**src/rtl/keypad_entry_ctrl.sv**
```systemverilog
// PS/2 set-2 keypad entry controller: collects BCD digits, commits on Enter, holds until acked.
// Optional backspace key (0x66) is enabled by defining KEYPAD_BACKSPACE_EN.
module keypad_entry_ctrl #(
  parameter int unsigned MAX_DIGITS = 4
) (
  input  logic                    clk,
  input  logic                    rst_n,
  input  logic [7:0]              code_in,
  input  logic                    code_valid,
  output logic                    code_ready,
  output logic [4*MAX_DIGITS-1:0] digits_out,
  output logic [3:0]              digit_count,
  output logic                    result_valid,
  input  logic                    result_ack,
  output logic                    entry_err
);

  localparam int unsigned DW = 4 * MAX_DIGITS;

  localparam logic [1:0] StCollect = 2'd0;
  localparam logic [1:0] StPrefix  = 2'd1;
  localparam logic [1:0] StBreak   = 2'd2;
  localparam logic [1:0] StHold    = 2'd3;

  localparam logic [3:0] MaxCount = 4'(MAX_DIGITS);

  localparam logic [7:0] KeyEnter = 8'h5A;
  localparam logic [7:0] KeyEsc   = 8'h76;
  localparam logic [7:0] KeyBreak = 8'hF0;
  localparam logic [7:0] KeyExt   = 8'hE0;
`ifdef KEYPAD_BACKSPACE_EN
  localparam logic [7:0] KeyBksp  = 8'h66;
`endif

  logic [1:0]    state_q, state_d;
  logic [DW-1:0] digits_q, digits_d;
  logic [3:0]    count_q, count_d;
  logic          err_q, err_d;
  logic          result_valid_q;

  logic          accept;
  logic          dec_valid;
  logic [3:0]    dec_digit;
  logic [DW-1:0] dig_ext;

  // scan_to_digit: set-2 make codes of the main-row digit keys
  always_comb begin
    dec_valid = 1'b1;
    dec_digit = 4'd0;
    case (code_in)
      8'h45:   dec_digit = 4'd0;
      8'h16:   dec_digit = 4'd1;
      8'h1E:   dec_digit = 4'd2;
      8'h26:   dec_digit = 4'd3;
      8'h25:   dec_digit = 4'd4;
      8'h2E:   dec_digit = 4'd5;
      8'h36:   dec_digit = 4'd6;
      8'h3D:   dec_digit = 4'd7;
      8'h3E:   dec_digit = 4'd8;
      8'h46:   dec_digit = 4'd9;
      default: dec_valid = 1'b0;
    endcase
  end

  assign code_ready = (state_q != StHold);
  assign accept     = code_valid & code_ready;

  always_comb begin
    state_d  = state_q;
    digits_d = digits_q;
    count_d  = count_q;
    err_d    = 1'b0;
    dig_ext  = '0;
    dig_ext[3:0] = dec_digit;

    unique case (state_q)
      StCollect: begin
        if (accept) begin
          if (dec_valid) begin
            if (count_q < MaxCount) begin
              digits_d = (digits_q << 4) | dig_ext;
              count_d  = count_q + 4'd1;
            end else begin
              err_d = 1'b1;
            end
          end else begin
            case (code_in)
              KeyEnter: begin
                if (count_q != 4'd0) state_d = StHold;
                else                 err_d   = 1'b1;
              end
              KeyEsc: begin
                digits_d = '0;
                count_d  = 4'd0;
              end
              KeyBreak: state_d = StBreak;
              KeyExt:   state_d = StPrefix;
`ifdef KEYPAD_BACKSPACE_EN
              KeyBksp: begin
                if (count_q != 4'd0) begin
                  digits_d = digits_q >> 4;
                  count_d  = count_q - 4'd1;
                end
              end
`endif
              default: ;
            endcase
          end
        end
      end
      StPrefix: begin
        if (accept) begin
          state_d = StCollect;
          if (code_in == KeyBreak) begin
            state_d = StBreak;
          end else if (code_in == KeyEnter) begin
            // Keypad Enter (E0 5A) commits like the main Enter key
            if (count_q != 4'd0) state_d = StHold;
            else                 err_d   = 1'b1;
          end
        end
      end
      StBreak: begin
        if (accept) state_d = StCollect;
      end
      StHold: begin
        if (result_ack) begin
          digits_d = '0;
          count_d  = 4'd0;
          state_d  = StCollect;
        end
      end
      default: state_d = StCollect;
    endcase
  end

  always_ff @(posedge clk or negedge rst_n) begin
    if (!rst_n) begin
      state_q        <= StCollect;
      digits_q       <= '0;
      count_q        <= 4'd0;
      err_q          <= 1'b0;
      result_valid_q <= 1'b0;
    end else begin
      state_q        <= state_d;
      digits_q       <= digits_d;
      count_q        <= count_d;
      err_q          <= err_d;
      result_valid_q <= (state_d == StHold);
    end
  end

  assign digits_out   = digits_q;
  assign digit_count  = count_q;
  assign entry_err    = err_q;
  assign result_valid = result_valid_q;

endmodule

```
**config.mk**
```make
export PLATFORM = sky130hd
export DESIGN_NAME = keypad_entry_ctrl
export DESIGN_NICKNAME = d
export VERILOG_FILES = /design/src/rtl/keypad_entry_ctrl.sv
export SDC_FILE = /design/constraint.sdc
export NUM_CORES = 1
export LEC_CHECK = 0
export CORE_ASPECT_RATIO = 0.9
export CORE_MARGIN = 1.5
export CORE_UTILIZATION = 51
export DETAILED_ROUTE_END_ITERATION = 7
export PLACE_DENSITY = 0.92
export SKIP_LAST_GASP = 1
export SLEW_MARGIN = 25
export SYNTH_ARGS = -nofsm -noshare
export SYNTH_HDL_FRONTEND = slang
export SYNTH_SLANG_ARGS = --single-unit
```
**constraint.sdc**
```tcl
create_clock -name clk -period 4.1 [get_ports clk]
set_clock_uncertainty 0.05 [all_clocks]
set_input_delay 0.82 -clock clk [delete_from_list [all_inputs] [get_ports clk]]
set_output_delay 0.82 -clock clk [all_outputs]
set_load 0.01 [all_outputs]
```
Run 1, close-up of the layout:
Window x 16 to 41, y 13 to 38 um. Cells in grey, sequential cells in the stronger grey; small squares are vias.
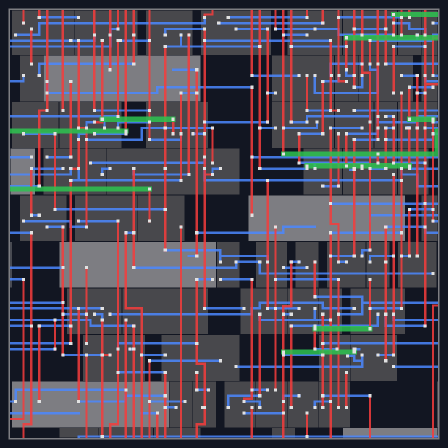
- green: M3
- red: M2
- blue: M1
- netlist names of flops here include: digit_count (2), digits_out (2)
- sequential cells in the window: 4
- most frequent: nor2_1 (5), a32o_1 (5), dfrtp_1 (4)
- cells with their middle in the window: 54

Run 1, sizing map:
Drawn at 8 px/um.
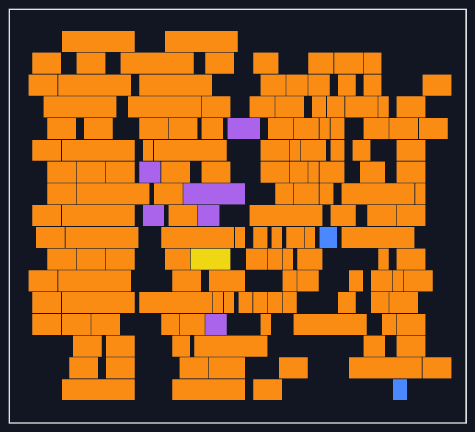
- blue: x2 (cells 2; share 1.3%)
- orange: x1 and smaller (cells 143; share 94%)
- yellow: x6 and larger (cells 1; share 0.66%)
- purple: x3 and x4 (cells 6; share 3.9%)

Run 1, track usage over the die:
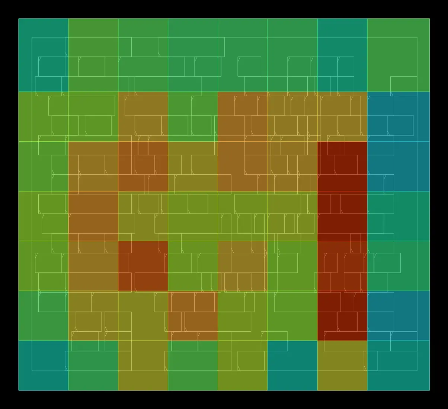
end-of-flow core utilization: 68.1%
met3 usage: 2.99%
wire length per cell after detailed routing: 17.7 um

-- run 1: registers in the layout (all words and copies together), names as in the netlist --
name          flops
entry_err         1
result_valid      1
digit_count       4
digits_out       16
state_q           2
-- run 1: power by group through the flow --
| stage | Clock (mW) | Sequential [mW] | Combinational, mW |
|---|---|---|---|
| after CTS | 0.127 | 0.280 | 0.136 |
| final | 0.124 | 0.280 | 0.135 |
| after detailed placement | 0 | 0.284 | 0.135 |
| after global routing | 0.140 | 0.285 | 0.145 |
| after global placement | 0 | 0.282 | 0.132 |
| after floorplan | 0 | 0.289 | 0.0575 |
-- run 1: worst reg2reg max path: stages (launching register included) --
cell	delay, ps
sky130_fd_sc_hd__dfrtp_1	440
sky130_fd_sc_hd__nand2b_1	230
sky130_fd_sc_hd__nor2_1	190
sky130_fd_sc_hd__o21a_1	260
sky130_fd_sc_hd__o31ai_4	160
sky130_fd_sc_hd__buf_4	210
sky130_fd_sc_hd__a32o_1	270
-- run 1: routing by layer --
metal  part of all wire, %  vias to the layer above  routed length [um]
met5                     0                        -                   0
met4                  0.75                        0                  24
met3                   6.7                        2                 213
met2                    49                       57                1560
met1                    43                      567                1380
li1                      -                      541                   -
-- run 1: cell families (layout without fill, tap and decap cells) --
| group | after synthesis | count (layout) | share of synthesized area (%) |
|---|---|---|---|
| AND/OR/NAND/NOR | 45 | 45 | 21.0 |
| XOR/XNOR | 2 | 2 | 1.31 |
| flip-flops | 24 | 24 | 45.0 |
| multiplexers | 2 | 2 | 1.50 |
| AND-OR/OR-AND | 35 | 35 | 23.3 |
| adder cells (fa/ha/maj) | 2 | 2 | 1.87 |
| buffers and inverters | 13 | 42 | 6.00 |
==> ci_impl_report.md, run 1 <==
### Metrics collected by this job

| Metric | Value |
|---|---|
| Run status | `complete, no violations` |
| CP Cell Sequence | `clkdlybuf4s50_1 -> and4b_1 -> o211a_1 -> or4_4 -> o31ai_4 -> buf_4 -> a32o_1` |
| IO Pins | `35` |
| Tmin final | `about 3300 ps` |
| Place WS | `between 500 and 600 ps` |
| Count of filler cells inserted in the layout | `202` |
| Final wirelength | `3.18 mm` |
| Worst-case hold slack | `420 ps` |
| Number of warnings in the stage logs | `27` |
| Number of inverters outside the clock class in the layout | `3` |
| Die Y | `~52 um` |
| Slew of the pin with the lowest slew margin | `699 ps` |
| Chip Width | `56.9 um` |
| Number of CTS-inserted buffers | `3` |
| Clock distribution area overhead in the final layout | `2.16%` |
| Mapped Nets | `137` |
| Delay of the slowest cell on the worst path | `~730 ps` |
| Setup Crit Path Kind | `input port to register` |
| Pin count of the biggest net entering global routing | `25` |
| Cell count along the critical path | `7` |
| Critical Path Start | `code_in[6]` |
| Commonest Layout Cell | `sky130_fd_sc_hd__clkdlybuf4s50_1` |
| Synth cell count leaders | `24 x sky130_fd_sc_hd__dfrtp_1, 15 x sky130_fd_sc_hd__a32o_1, 6 x sky130_fd_sc_hd__nand2_1, 6 x sky130_fd_sc_hd__nor2_1, 5 x sky130_fd_sc_hd__clkbuf_1` |
| Storage cell area | `601 sq um` |
| Global-route wire length before repair | `roughly 5.2 mm` |
| Share of power burned in registers | `about half` |
| Multi-input gate count | `approximately 86` |
| Cells after Synth | `123` |
| Combined area of all synthesized cells | `around 1300 sq um` |
| Antenna-violating nets left | `0` |
| Cell count listed in synth_stat.txt | `123` |
| Hold-fix buffer count after cts | `0` |
| Slack of the worst reg-to-reg path | `2180 ps` |
| Worst R2R Path Depth | `6` |
| Number of vias in the routed layout | `1167` |
| Average vias per placed instance | `6.48` |
| Cell Int Power | `387 uW` |
| Remaining design rule violation count | `0` |
| Number of library cell types mapped by synthesis | `43` |
| Number of antenna violations at the first check in global routing | `0` |
| Worst-case headroom to the max-slew limit | `between 50 and 60%` |
| Most common reg cell | `sky130_fd_sc_hd__dfrtp_1` |
| Setup repair after global routing missed its margin | `false` |
| Number of DRC markers after the initial detailed-route iteration | `53` |
| Gate Area | `654 sq um` |
| Final sum of negative setup slack | `0 ps` |
| Signal buf overhead | `20.4%` |
| Buffer and inverter count on the worst path | `2` |
| Fp util | `54.1%` |
| Total Power Consumption | `539 uW` |
| RR Endpoint | `digits_out[8]$_DFFE_PN0P_` |
| Total power per unit cell area | `approximately 320 nW/um^2` |
| Num Clock Sinks | `24` |
| First-pass DRT Iterations | `4` |
| Remaining global-route overflow | `0` |
| Final max-slew violation count | `0` |
| Share of the clock period used by the worst path after layout | `roughly 80%` |
| Endpoint of the worst setup timing path | `digits_out[8]$_DFFE_PN0P_` |
| Most frequently used cell type in the post-synthesis netlist | `sky130_fd_sc_hd__dfrtp_1` |
| Proportion of cell area occupied by multi-input gates | `between 30% and 40%` |
| H-tree depth reported by CTS | `1` |
| Fraction of layout cells with a size suffix above 1 | `5.92%` |
| Total net switching power | `152 uW` |
| Slack of the critical path | `817 ps` |
| Final #Nets | `around 170` |
| Fraction of met1 tracks used by global routing | `31.2%` |
| Tally of buffers added on design ports | `34` |
| Rows | `17` |
| Avg Cell Area, Syn | `10.9 sq um` |
| Largest cell class by area | `logic gates` |
| Synth area leader | `sky130_fd_sc_hd__dfrtp_1` |
| Placed cell area | `1650 sq um` |
| Biggest fanout along the worst timing path | `13` |
| Core area | `2470 sq um` |
| Cell at the root of the clock tree | `sky130_fd_sc_hd__clkbuf_4` |
| CP Data Arrival Time | `about 3500 ps` |
| Clock buffer depth | `2` |
| Yosys warning tally | `0` |
| Top Usage Layer GRT | `met2` |
| Critical register-to-register path startpoint | `state_q[1]$_DFF_PN0_` |
| GRT Total Usage | `22.8%` |
| Kind of start point of the critical path | `input port` |
| Final weighted congestion in routability-driven placement | `about 0.8` |
| Syn-to-layout area delta | `25.9%` |
| Via count of the first global-routing pass | `1078` |
| Share of async-settable or async-resettable flops after synthesis | `100%` |
| Required time worst endpoint | `between 4000 and 5000 ps` |
| Dominant logic cell types in the final layout | `33 x sky130_fd_sc_hd__clkdlybuf4s50_1, 24 x sky130_fd_sc_hd__dfrtp_1, 15 x sky130_fd_sc_hd__a32o_1` |
| Count of library flops with an enable pin | `0` |
| Timing-limited maximum frequency | `305 MHz` |
| Antenna diode instance count | `0` |
| Chip area from the yosys synthesis statistics | `1340 sq um` |
| Critical path capture point type | `register` |
| Layout Cells excl Fill | `180` |
| Gate family responsible for the most delay along the worst path | `buffers and inverters` |
| Plain + repair buffers | `35` |
| Post-DP HPWL | `2.27 mm` |
| Area enclosed by the die boundary | `2930 sq um` |
| Classification of the worst-slack hold path | `input port to async pin` |
| Clock buffer cells | `4` |
| Leakage power | `slightly above 0.7 nW` |
| Switching share of power | `28.2%` |
| Insertion delay at the late pin of the worst-skew pair | `310 ps` |
| Final Hold Violation Tally | `0` |
| Post-CTS setup-driven buffer insertion count | `0` |
| CTS clk-pin slew, worst paths | `roughly 130 ps` |
| Resized cells post-CTS | `0` |
| Relative contribution of combinational cells to total power | `25.0%` |
| Well-tap cell count | `28` |
| Sequential cell count of the final layout | `24` |
| Met2 capacity usage during global routing | `38.9%` |
| Slowest-stage cell, CP | `sky130_fd_sc_hd__clkdlybuf4s50_1` |
| Share of cell area taken by flip-flops and latches | `a little over a third` |
| Sequential cell area fraction in the yosys report | `45.0%` |
| Number of failing setup endpoints in the final timing report | `0` |
| Top-area cell type share of the netlist area | `45.0%` |
| TritonCTS clock tree | `built` |
| Clock group share of total power | `23.0%` |
| Worst-case vdd ir drop | `0.227 mV` |
| Placed cells | `~180` |
| # Max-Cap Violations | `0` |
| Register bit count reported by yosys | `24` |
| Design Area, Final | `1680 sq um` |
| Top cells, area | `sky130_fd_sc_hd__dfrtp_1 45%, sky130_fd_sc_hd__a32o_1 11%, sky130_fd_sc_hd__buf_6 3.4%` |
Run 1, metal 2:
Drawn at 6 px/um.
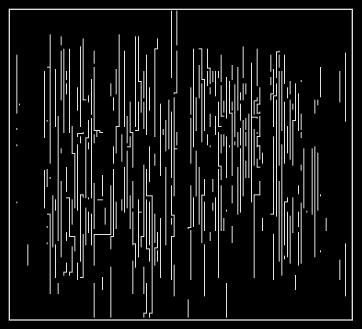

## Run 2: what changed since run 1
--- a/config.mk
+++ b/config.mk
@@ -7,9 +7,9 @@
 export LEC_CHECK = 0
 export CORE_ASPECT_RATIO = 0.9
 export CORE_MARGIN = 1.5
-export CORE_UTILIZATION = 51
+export CORE_UTILIZATION = 43
 export DETAILED_ROUTE_END_ITERATION = 7
-export PLACE_DENSITY = 0.92
+export PLACE_DENSITY = 0.84
 export SKIP_LAST_GASP = 1
 export SLEW_MARGIN = 25
 export SYNTH_ARGS = -nofsm -noshare
==> constraint.sdc (replaced) <==
create_clock -name clk -period 3 [get_ports clk]
set_clock_uncertainty 0.05 [all_clocks]
set_input_delay 0.6 -clock clk [delete_from_list [all_inputs] [get_ports clk]]
set_output_delay 0.6 -clock clk [all_outputs]
set_load 0.01 [all_outputs]
Run 2, metal 2:
Drawn at 6 px/um.
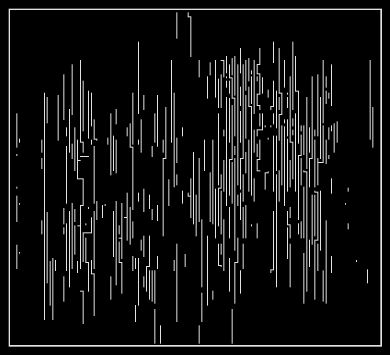
- nets with wire on the layer: 156
- share of all routed wire: 48%

Run 2, register map, names as in the netlist:
Drawn at 6 px/um.
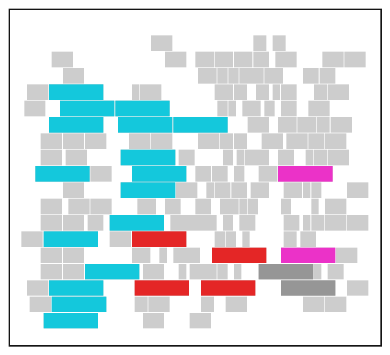
- magenta: state_q (sequential cells 2)
- red: digit_count (sequential cells 4; where south)
- cyan: digits_out (sequential cells 16)
- not coloured: 2

==> ci_impl_report.md, run 2 <==
### Metrics collected by this job

| Metric | Value |
|---|---|
| Average vias per placed instance | `6.07` |
| Final weighted congestion in routability-driven placement | `just over 0.8` |
| Kind of start point of the critical path | `input port` |
| CP Data Arrival Time | `~2800 ps` |
| Delay of the slowest cell on the worst path | `580 ps` |
| # Max-Cap Violations | `0` |
| TritonCTS clock tree | `built` |
| Remaining design rule violation count | `0` |
| Pin count of the biggest net entering global routing | `25` |
| Number of antenna violations at the first check in global routing | `0` |
| Number of library cell types mapped by synthesis | `43` |
| Number of warnings in the stage logs | `27` |
| Number of CTS-inserted buffers | `3` |
| Final #Nets | `175` |
| Mapped Nets | `137` |
| IO Pins | `35` |
| Share of async-settable or async-resettable flops after synthesis | `100%` |
| Chip area from the yosys synthesis statistics | `1340 sq um` |
| Cell count listed in synth_stat.txt | `~120` |
| Wire length per cell after detailed routing | `16.9 um` |
| Antenna diode instance count | `0` |
| Switching share of power | `28.5%` |
| Most frequently used cell type in the post-synthesis netlist | `sky130_fd_sc_hd__dfrtp_1` |
| Slowest-stage cell, CP | `sky130_fd_sc_hd__or4_4` |
| Dominant logic cell types in the final layout | `34 x sky130_fd_sc_hd__clkdlybuf4s50_1, 24 x sky130_fd_sc_hd__dfrtp_1, 15 x sky130_fd_sc_hd__a32o_1` |
| Area enclosed by the die boundary | `around 3400 sq um` |
| Number of failing setup endpoints in the final timing report | `0` |
| Clock buffer depth | `2` |
| Number of DRC markers after the initial detailed-route iteration | `88` |
| GRT Total Usage | `between 20% and 30%` |
| Setup Crit Path Kind | `input port to register` |
| Sequential cell area fraction in the yosys report | `~45%` |
| Top-area cell type share of the netlist area | `between 40% and 50%` |
| Placed cell area | `roughly 1700 sq um` |
| H-tree depth reported by CTS | `1` |
| Insertion delay at the late pin of the worst-skew pair | `a little over 300 ps` |
| Clock group share of total power | `19.2%` |
| Leakage power | `0.735 nW` |
| Number of flip-flops under the largest register name | `16` |
| Syn-to-layout area delta | `30.8%` |
| Post-CTS setup-driven buffer insertion count | `0` |
| Tally of buffers added on design ports | `34` |
| Final wirelength | `around 3.4 mm` |
| Share of power burned in registers | `a little over half` |
| CTS clk-pin slew, worst paths | `around 120 ps` |
| Hold-fix buffer count after cts | `0` |
| Avg Cell Area, Syn | `10.9 sq um` |
| Cells after Synth | `123` |
| Number of vias in the routed layout | `1208` |
| Final Hold Violation Tally | `0` |
| Slack of the critical path | `355 ps` |
| Required time worst endpoint | `around 3200 ps` |
| Total Power Consumption | `just over 700 uW` |
| Remaining global-route overflow | `0` |
| Worst-case headroom to the max-slew limit | `49.1%` |
| CP Cell Sequence | `clkdlybuf4s50_1 -> and4b_1 -> o211a_1 -> or4_4 -> o21a_1 -> a22o_1` |
| Global-route wire length before repair | `around 5.5 mm` |
| Synth area leader | `sky130_fd_sc_hd__dfrtp_1` |
| End-of-flow core utilization | `61.6%` |
| Cell Int Power | `between 500 and 600 uW` |
| Commonest Layout Cell | `sky130_fd_sc_hd__clkdlybuf4s50_1` |
| Antenna-violating nets left | `0` |
| Run status | `complete, no violations` |
| Fp util | `47.0%` |
| Cell at the root of the clock tree | `sky130_fd_sc_hd__clkbuf_4` |
| Register bit count reported by yosys | `24` |
| Count of library flops with an enable pin | `0` |
| Place WS | `approximately 30 ps` |
| Top cells, area | `sky130_fd_sc_hd__dfrtp_1 45%, sky130_fd_sc_hd__a32o_1 11%, sky130_fd_sc_hd__buf_6 3.4%` |
| Tmin final | `2640 ps` |
| Critical path capture point type | `register` |
| Final max-slew violation count | `0` |
| Core area | `2840 sq um` |
| Design Area, Final | `~1700 sq um` |
| Slew of the pin with the lowest slew margin | `762 ps` |
| Timing-limited maximum frequency | `378 MHz` |
| Chip Width | `a little over 60 um` |
| Share of the clock period used by the worst path after layout | `88.2%` |
| Total power per unit cell area | `slightly above 400 nW/um^2` |
| Combined area of all synthesized cells | `1340 sq um` |
| Worst-case vdd ir drop | `0.372 mV` |
| Total net switching power | `203 uW` |
| Biggest fanout along the worst timing path | `14` |
| Via count of the first global-routing pass | `1228` |
run 2: worst paths after layout:
kind	startpoint	endpoint	slack, ps	cells after the start
setup / recovery	code_in[6]	digit_count[0]$_DFFE_PN0P_	360	6
hold / removal	digits_out[2]$_DFFE_PN0P_	digits_out[6]$_DFFE_PN0P_	500	1
setup reg to reg	state_q[1]$_DFF_PN0_	digit_count[0]$_DFFE_PN0P_	1110	5
hold reg to reg	digits_out[2]$_DFFE_PN0P_	digits_out[6]$_DFFE_PN0P_	500	1
max in group asynchronous	rst_n	digits_out[15]$_DFFE_PN0P_	2080	2
min in group asynchronous	rst_n	entry_err$_DFF_PN0_	590	2
run 2: stage by stage:
| stage | hold slack, ps | cells |
|---|---|---|
| 2_1_floorplan | 254 | 123 |
| 3_3_place_gp | 459 | 196 |
| 3_5_place_dp | 467 | 196 |
| 4_1_cts | 503 | 199 |
| 5_1_grt | 528 | 199 |
| 6_report | 497 | 199 |
run 2: logic make-up after synthesis:
kind of cell	share of synthesized area (%)
simple gates	21.0
compound gates	23.3
flops	45.0
buf+inv	6.00
xor+xnor	1.31
mux	1.50
fa+ha+maj	1.87
run 2: area by class of cell:
type,count,area (sq um)
inverters,3,11.3
repair buffers,43,408
clock buffers,3,22.5
flip-flops and latches,24,601
multi-input cells,86,654
well taps,40,50.0
fillers,266,1090
run 2: routing by layer:
layer,wire [um],track usage [%]
met5,0,0
met4,0,3.34
met3,298,5.81
met2,1600,34.0
met1,1460,28.2
run 2: power by group through the flow:
stage	logic, mW	clock network (mW)	registers [mW]
2_1_floorplan	0.0785	0	0.395
3_3_place_gp	0.189	0	0.386
3_5_place_dp	0.194	0	0.386
4_1_cts	0.196	0.139	0.381
5_1_grt	0.212	0.157	0.386
6_report	0.194	0.137	0.382
Run 2, close-up of the layout:
Window x 18 to 43, y 15 to 40 um. Cells in grey, sequential cells in the stronger grey; small squares are vias.
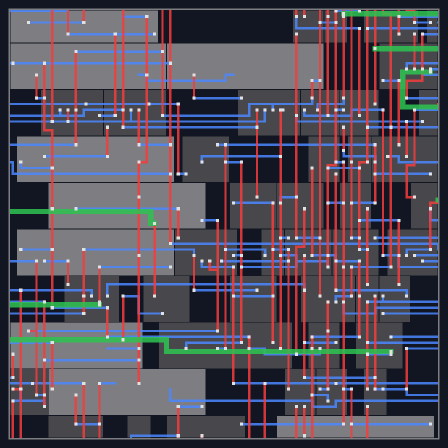

## Run 3: what changed since run 2
--- a/config.mk
+++ b/config.mk
@@ -10,7 +10,6 @@
 export CORE_UTILIZATION = 43
 export DETAILED_ROUTE_END_ITERATION = 7
 export PLACE_DENSITY = 0.84
-export SKIP_LAST_GASP = 1
 export SLEW_MARGIN = 25
 export SYNTH_ARGS = -nofsm -noshare
 export SYNTH_HDL_FRONTEND = slang
==> constraint.sdc (replaced) <==
create_clock -name clk -period 3 [get_ports clk]
set_clock_uncertainty 0.05 [all_clocks]
set_input_delay 0.3 -clock clk [delete_from_list [all_inputs] [get_ports clk]]
set_output_delay 0.3 -clock clk [all_outputs]
set_load 0.01 [all_outputs]
Run 3, close-up of the layout:
Window x 18 to 43, y 15 to 40 um. Cells in grey, sequential cells in the stronger grey; small squares are vias.
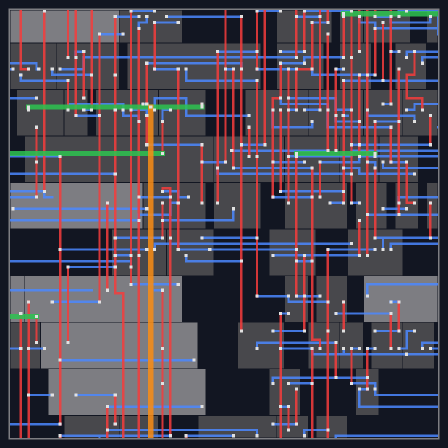
- orange: M4
- green: M3
- red: M2
- blue: M1
- cells with their middle in the window: 46
- netlist names of flops here include: digits_out (4), digit_count (1)
- sequential cells in the window: 5
- most frequent: dfrtp_1 (5), nor2_1 (4), a32o_1 (4)

Run 3, track usage over the die:
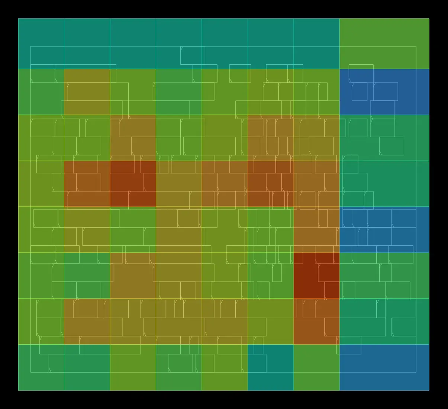
Top Usage Layer GRT: met1
end-of-flow core utilization: 61.5%

==> ci_impl_report.md, run 3 <==
### Metrics collected by this job

| Metric | Value |
|---|---|
| Run status | `complete, no violations` |
| Relative contribution of combinational cells to total power | `roughly a quarter` |
| Register bit count reported by yosys | `24` |
| Worst-case headroom to the max-slew limit | `53.5%` |
| Antenna diode instance count | `0` |
| CP Cell Sequence | `clkdlybuf4s50_1 -> and4b_1 -> o211a_1 -> or4_4 -> o31ai_4 -> buf_4 -> mux2i_1` |
| Critical register-to-register path startpoint | `state_q[1]$_DFF_PN0_` |
| Cells after Synth | `approximately 120` |
| Number of warnings in the stage logs | `27` |
| Share of the clock period used by the worst path after layout | `83.6%` |
| Kind of start point of the critical path | `input port` |
| Chip area from the yosys synthesis statistics | `about 1300 sq um` |
| Rows | `18` |
| Setup repair after global routing missed its margin | `false` |
| Insertion delay at the late pin of the worst-skew pair | `320 ps` |
| Cell count listed in synth_stat.txt | `123` |
| Storage cell area | `roughly 600 sq um` |
| Place WS | `205 ps` |
| Number of vias in the routed layout | `1147` |
| Commonest Layout Cell | `sky130_fd_sc_hd__clkdlybuf4s50_1` |
| Resized cells post-CTS | `0` |
| Number of CTS-inserted buffers | `3` |
| Share of power burned in registers | `47.6%` |
| Tmin final | `about 2500 ps` |
| Buffer and inverter count on the worst path | `2` |
| # Max-Cap Violations | `0` |
| Pin count of the biggest net entering global routing | `25` |
| Final Hold Violation Tally | `0` |
| Total Power Consumption | `804 uW` |
| Delay of the slowest cell on the worst path | `600 ps` |
| Endpoint of the worst setup timing path | `digits_out[2]$_DFFE_PN0P_` |
| Combined area of all synthesized cells | `1340 sq um` |
| Clock net power | `231 uW` |
| Worst-case hold slack | `414 ps` |
| Antenna-violating nets left | `0` |
| Timing-limited maximum frequency | `399 MHz` |
| Required time worst endpoint | `3190 ps` |
| Clock group share of total power | `around 29%` |
| Cell Int Power | `594 uW` |
| Syn-to-layout area delta | `30.6%` |
| Gate family responsible for the most delay along the worst path | `simple AND/OR/NAND/NOR gates` |
| Average vias per placed instance | `5.85` |
| Die Y | `55.9 um` |
| Num Clock Sinks | `24` |
| Post-CTS setup-driven buffer insertion count | `0` |
| Switching share of power | `26.1%` |
| Total net switching power | `210 uW` |
| Biggest fanout along the worst timing path | `19` |
| GRT Total Usage | `~19%` |
| Cell count along the critical path | `7` |
| Top-area cell type share of the netlist area | `approximately 45%` |
| Global-route wire length before repair | `5.15 mm` |
| Comb. pwr | `190 uW` |
| Cell at the root of the clock tree | `sky130_fd_sc_hd__clkbuf_4` |
| Tally of buffers added on design ports | `34` |
| Synth cell count leaders | `24 x sky130_fd_sc_hd__dfrtp_1, 15 x sky130_fd_sc_hd__a32o_1, 6 x sky130_fd_sc_hd__nand2_1, 6 x sky130_fd_sc_hd__nor2_1, 5 x sky130_fd_sc_hd__clkbuf_1` |
| Number of DRC markers after the initial detailed-route iteration | `65` |
| Top power group | `sequential cells` |
| Area enclosed by the die boundary | `3450 sq um` |
| Count of library flops with an enable pin | `0` |
| Slack of the worst reg-to-reg path | `1080 ps` |
| IO Pins | `35` |
| Final max-slew violation count | `0` |
| Dominant logic cell types in the final layout | `33 x sky130_fd_sc_hd__clkdlybuf4s50_1, 24 x sky130_fd_sc_hd__dfrtp_1, 15 x sky130_fd_sc_hd__a32o_1` |
| Slew of the pin with the lowest slew margin | `roughly 700 ps` |
| TritonCTS clock tree | `built` |
| Synth area leader | `sky130_fd_sc_hd__dfrtp_1` |
| Share of async-settable or async-resettable flops after synthesis | `100%` |
| CTS clk-pin slew, worst paths | `130 ps` |
| H-tree depth reported by CTS | `1` |
| Top cells, area | `sky130_fd_sc_hd__dfrtp_1 45%, sky130_fd_sc_hd__a32o_1 11%, sky130_fd_sc_hd__buf_6 3.4%` |
| Classification of the worst-slack hold path | `input port to async pin` |
| Count of filler cells inserted in the layout | `267` |
| RR Endpoint | `digits_out[11]$_DFFE_PN0P_` |
| Slowest-stage cell, CP | `sky130_fd_sc_hd__clkdlybuf4s50_1` |
| Critical Path Start | `code_in[5]` |
| Worst-case vdd ir drop | `0.307 mV` |
| Final #Nets | `171` |
| Sequential cell area fraction in the yosys report | `between 40% and 50%` |
| Total power per unit cell area | `roughly 460 nW/um^2` |
| Most common reg cell | `sky130_fd_sc_hd__dfrtp_1` |
| CP Data Arrival Time | `~2700 ps` |
| Leakage power | `0.730 nW` |
| Setup Crit Path Kind | `input port to register` |
| Wire length per cell after detailed routing | `16.2 um` |
| Number of failing setup endpoints in the final timing report | `0` |
| Clock buffer depth | `2` |
| Via count of the first global-routing pass | `1085` |
| Critical path capture point type | `register` |
| Remaining global-route overflow | `0` |
| Number of flip-flops under the largest register name | `16` |
| Chip Width | `61.7 um` |
| Slack of the critical path | `493 ps` |
| First-pass DRT Iterations | `4` |
| Worst R2R Path Depth | `5` |
| Sequential cell power | `383 uW` |
| Final sum of negative setup slack | `0 ps` |
| Avg Cell Area, Syn | `about 11 sq um` |
| Post-DP HPWL | `2.22 mm` |
| Final wirelength | `3.18 mm` |
| Fp util | `47.0%` |
| Core area | `~2800 sq um` |
| Remaining design rule violation count | `0` |
| Fraction of layout cells with a size suffix above 1 | `~7.7%` |
| Final weighted congestion in routability-driven placement | `0.810` |
| Mapped Nets | `137` |
| Gate Area | `654 sq um` |
| Number of antenna violations at the first check in global routing | `0` |
| Number of library cell types mapped by synthesis | `43` |
| Most frequently used cell type in the post-synthesis netlist | `sky130_fd_sc_hd__dfrtp_1` |
-- run 3: cell types whose count changed in the layout (fill, tap and decap cells not counted) --
| cell | change |
|---|---|
| sky130_fd_sc_hd__buf_2 | +1 |
| sky130_fd_sc_hd__dlygate4sd3_1 | +1 |
| sky130_fd_sc_hd__bufinv_16 | +1 |
| sky130_fd_sc_hd__clkdlybuf4s50_1 | -1 |
| sky130_fd_sc_hd__buf_4 | -5 |
-- run 3: cell type report --
cell class,instances,share of cell area (%)
Tap cell,40,2.87
Timing Repair Buffer,39,21.5
Clock inverter,1,1.72
Inverter,3,0.646
Sequential cell,24,34.4
Clock buffer,3,1.29
Multi-Input combinational cell,86,37.5
-- run 3: cells by family (layout without fill, tap and decap cells) --
logic type	Yosys count	in the layout	synth area share (%)
muxes	2	2	1.50
buffers and inverters	13	46	6.00
and+or+nand+nor	45	45	21.0
xor gates and xnor gates	2	2	1.31
adders and majority gates	2	2	1.87
AOI/OAI and AO/OA	35	35	23.3
DFF	24	24	45.0
-- run 3: routing by layer --
layer | up-vias | global-route usage (%) | wire length, um
li1 | 546 | - | -
met1 | 561 | 29.4 | 1510
met2 | 38 | 28.3 | 1420
met3 | 2 | 4.19 | 210
met4 | 0 | 3.65 | 29
met5 | - | 0 | 0
-- run 3: what timing repair did --
action / CTS / global route
hold endpoints to repair: 0 / 24
setup endpoints to repair: 0 / 0
hold buffers: 0 / 1
-- run 3: metrics by stage --
stage | cells | instance area, sq um
after floorplan | 123 | 1340
after detailed placement | 191 | 1690
final | 196 | 1740
after CTS | 195 | 1740
after global placement | 191 | 1690
after global routing | 196 | 1740
Power is estimated from default activity; no workload was simulated.
